**Run 1: nets reached from selected ports**

Drawn at 6 px/um.
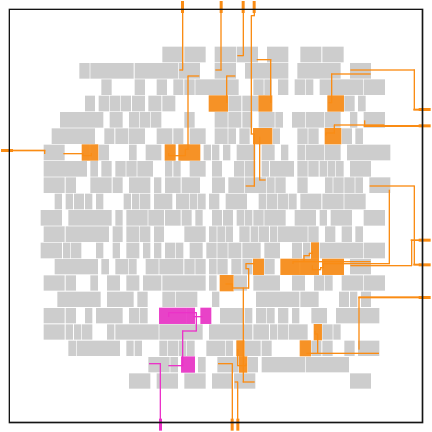
**Run 1: wire density map**

Drawn at 6 px/um. The die is cut into 14 by 14 equal tiles; white is low, dark blue is high, scaled to the fullest tile. Values are wire area over tile area, all layers added.
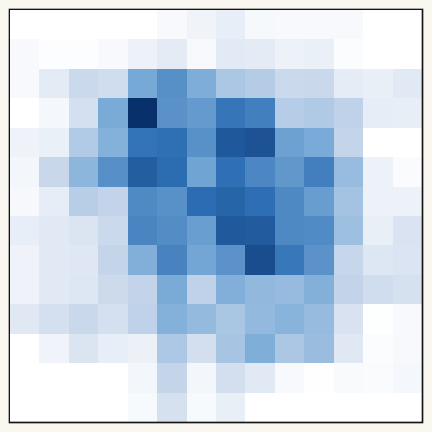
**Run 1: routed clock nets over the placement**

Drawn at 6 px/um.
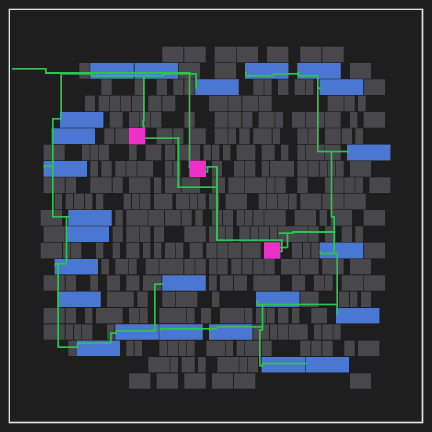
==> config.mk <==
export PLATFORM = sky130hd
export DESIGN_NAME = opr1_accumulator
export DESIGN_NICKNAME = d
export VERILOG_FILES = /design/src/rtl/pdp8_pkg.sv /design/src/rtl/opr1_rotate.sv /design/src/rtl/opr1_accumulator.sv
export SDC_FILE = /design/constraint.sdc
export NUM_CORES = 1
export LEC_CHECK = 0
export CORE_MARGIN = 5
export CORE_UTILIZATION = 55
export DETAILED_ROUTE_END_ITERATION = 10
export GPL_TIMING_DRIVEN = 0
export PLACE_DENSITY = 0.94
export SLEW_MARGIN = 0
export SYNTH_ARGS = -nofsm -noshare
export SYNTH_HDL_FRONTEND = slang
export SYNTH_SLANG_ARGS = --single-unit
==> constraint.sdc <==
create_clock -name clk -period 5 [get_ports clk]
set_clock_uncertainty 0.1 [all_clocks]
set_input_delay 1.5 -clock clk [delete_from_list [all_inputs] [get_ports clk]]
set_output_delay 1.5 -clock clk [all_outputs]
set_load 0.005 [all_outputs]
==> results.yml, run 1 <==
# flow metrics
run_status:
  status: "completed"
global_route:
  grt_max_degree: 14
  overflow: 0
yosys:
  postSynthSeqShare_pct: 25.4
  synthTopCellsByCount: "48 x nand2_1, 40 x a21oi_1, 24 x dfxtp_1, 17 x nor2_1, 15 x o21ai_0"
  synth-xor-area-share_pct: 2.32
  ff_type: "dfxtp_1"
  yosys.area_share.simple_pct: 27.4
  syn-cell-area_sq_um: 1890
  synth_flops: 24
  ys_sh_adder_pct: 1.99
  edf_count: 0
  ys_sh_mux_pct: 5.89
finish:
  clockBufferCount: 4
  mi_logic_area_sq_um: 1270
  num-nonclk-buffers: 63
  largest_reg_flops: 12
  nMultiInputCombCells: 223
  bufAreaShareNonClock_pct: 20.8
  layout_top_cell: "nand2_1"
  final-clk-cell-share_pct: 1.53
  sh_seq_area_pct: 20.3
  seq_area_sq_um: 480
  drive_gt1_share_pct: 5.92
drt:
  drtAntennaViolNets: 0
critical_path:
  critPathRequiredTime_ns: 3.40
  r2r_slack_ns: 2.78
  crit_chain: "clkbuf_1 > clkbuf_1 > and2_1 > clkdlybuf4s50_1"
  cpPeakStageDelay_ns: 0.51
  worstPathArrival_ns: 2.39
clock_network:
  clock_sinks: 24
  cts_resized: 0
sta:
  finalSetupViolations: 0
  drv_slew: 0
power_and_ir_drop:
  seqPwrFrac_pct: 40.9
  pwr-share-comb_pct: 39.9
  p_per_area_nw_per_um2: 243
floorplan:
  placementRows: 21
  initCoreUtil_pct: 56.7
place:
  dp_slack_ns: 1.47
Notes on 'nets reached from selected ports' above:
legend:
  `start`:
    color: magenta
    bits: 1
    direction: input
    edge: south
    end_cells: 4
    buffers: 1
    wire: 31.3 um
  `din`:
    color: orange
    bits: 12
    direction: input
    edge: 5 east, 4 north, 2 south, 1 west
    end_cells: 19
    buffers: 12
    wire: 330 um
I/O Pins: 39
I/O Buffers: 38

Notes on 'wire density map' above:
tiles over half the peak: 21%
fullest tile: 0.79
mean over tiles: 0.21
densest ninth of the die: center
nearly empty tiles: 16%
via count: 2,305
Global Route Usage Sum: 26.4%
drt wl/cell: 15.8 um

Notes on 'routed clock nets over the placement' above:
legend:
  flip-flops:
    color: blue
    count: 24
  cells driving clock nets:
    color: magenta
    count: 3
  clock wires:
    color: green
    length: 346 um
flops lie: widely spread
clock power share: 19.2%
Worst-Skew Late Latency: 0.34 ns

## run 1: routing by layer
metal	GRT usage [%]	routed length [um]
met4	10.4	161
met1	33.8	2340
met2	43.7	2680
met3	4.54	611
met5	0	0
## run 1: power by group through the flow
stage / registers, uW / clock network (uW) / logic (uW)
3_3_place_gp: 238 / 0 / 221
6_report: 235 / 110 / 230
5_1_grt: 238 / 121 / 252
3_5_place_dp: 238 / 0 / 225
4_1_cts: 234 / 113 / 226
2_1_floorplan: 233 / 0 / 142
## run 1: metrics by stage
stage	cells	hold WS (ns)
6_report	367	0.368
5_1_grt	367	0.383
4_1_cts	367	0.369
3_5_place_dp	363	0.350
3_3_place_gp	363	0.345
2_1_floorplan	279	0.331
**Run 1: logic cells by family**

Drawn at 6 px/um.
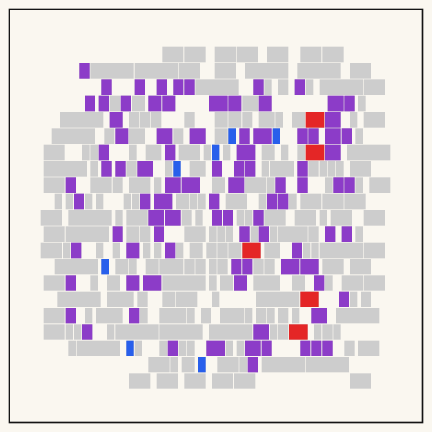

==> run 2, diff against run 1 <==
- CORE_UTILIZATION: 55 -> 51
- PLACE_DENSITY: 0.94 -> 0.89
- clock period: 5 -> 4.1 ns (I/O delays scaled with it)
**Run 2: logic cells by family**

Drawn at 6 px/um.
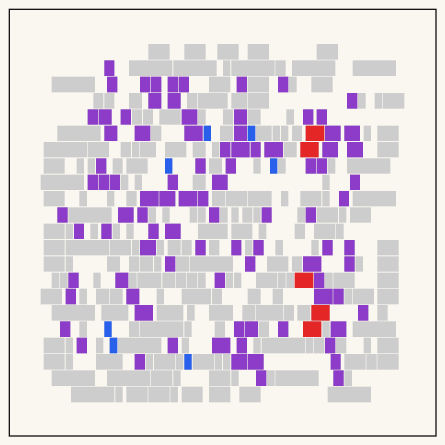
legend:
  inverting AOI/OAI gates:
    color: purple
    cells: 92
    most_used: a21oi_1
  inverters:
    color: blue
    cells: 7
    most_used: inv_1
  XOR/XNOR gates:
    color: red
    cells: 5
    most_used: xnor2_1
most frequent logic cell in the layout: nand2_1
Comb area share: 53.6%
post-route insts no fill: 368

**Run 2: congestion heat map**

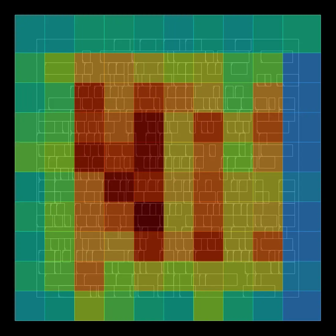
met2 Resource Use GR: 39.3%
met3 Usage GRT: 4.12%
met1 usage: 30.9%
GR peak layer: met2

==> run 2 against run 1 <==
- cell count rose by 0.27%
- sequential cell count did not move
- die size rose by 6.7%
- synthesized cell count did not move
- critical path depth did not move
- utilization fell by 5.6 points
- sequential power rose by 23%
==> results.yml, run 2 <==
# flow metrics
run_status:
  status: "completed"
critical_path:
  r2r_slack_ns: 1.88
  worstPathArrival_ns: 2.32
  critPathRequiredTime_ns: 2.77
yosys:
  synth_flops: 24
  synth-xor-area-share_pct: 2.32
  postSynthSeqShare_pct: 25.4
  yosys.area_share.simple_pct: 27.4
  edf_count: 0
  ff_type: "dfxtp_1"
drt:
  wl_met1_um: 2500
  met2_length_um: 2810
  highest_layer: "met4"
  drtAntennaViolNets: 0
  dr_wl_met3_um: 541
sta:
  finalSetupViolations: 0
  holdWs_ns: 0.360
  drv_slew: 0
place:
  dp.cells: 365
  portBuffers: 38
  dp_slack_ns: 0.805
finish:
  largest_reg_flops: 12
  clockBufferCount: 3
  num-nonclk-buffers: 63
  sh_seq_area_pct: 20.3
  bufAreaShareNonClock_pct: 20.8
  mi_logic_area_sq_um: 1270
  fin_util_pct: 65.3
  nMultiInputCombCells: 223
  final-clk-cell-share_pct: 1.74
  drive_gt1_share_pct: 5.63
clock_network:
  clkLatencyLatePin_ns: 0.27
  clock_sinks: 24
  cts_resized: 0
floorplan:
  io_pins: 39
  placementRows: 22
global_route:
  overflow: 0
  grt_max_degree: 13
power_and_ir_drop:
  p_per_area_nw_per_um2: 300
  pwr-share-comb_pct: 39.5
  clockPowerShare_pct: 20.0
**Run 2: wire density map**

Drawn at 6 px/um. The die is cut into 14 by 14 equal tiles; white is low, dark blue is high, scaled to the fullest tile. Values are wire area over tile area, all layers added.
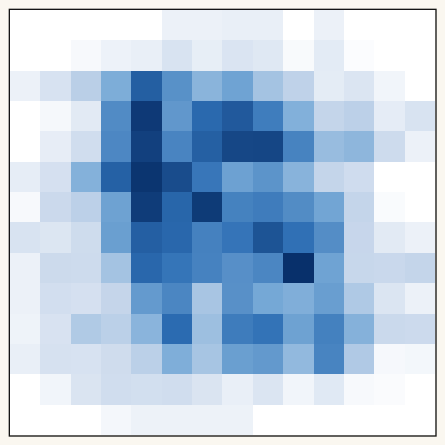
nearly empty tiles: 16%
tiles over half the peak: 30%
densest ninth of the die: center
fullest tile: 0.63
drt wl/cell: 16.3 um
wirelength, routed: 6010 um
Global Route Usage Sum: 24.1%
via count: 2,218

run 2: netlist changes by cell type in the layout (fill, tap and decap cells not counted), sizes merged:
| cell | before | now |
|---|---|---|
| clkbuf | 17 | 16 |
run 2: critical path, stage by stage (launching register included):
cell and delay [ns]:
dfxtp_1 0.49, clkbuf_1 0.42, clkbuf_1 0.43, and2_1 0.22
clkdlybuf4s50_1 0.50
run 2: power groups by stage:
| stage | registers, uW | clock network [uW] | logic (uW) |
|---|---|---|---|
| 5_1_grt | 292 | 156 | 307 |
| 2_1_floorplan | 284 | 0 | 174 |
| 6_report | 288 | 143 | 281 |
| 3_5_place_dp | 292 | 0 | 277 |
| 4_1_cts | 287 | 146 | 278 |
| 3_3_place_gp | 292 | 0 | 274 |
No activity file was given, so power comes from the tool's default toggle rates.
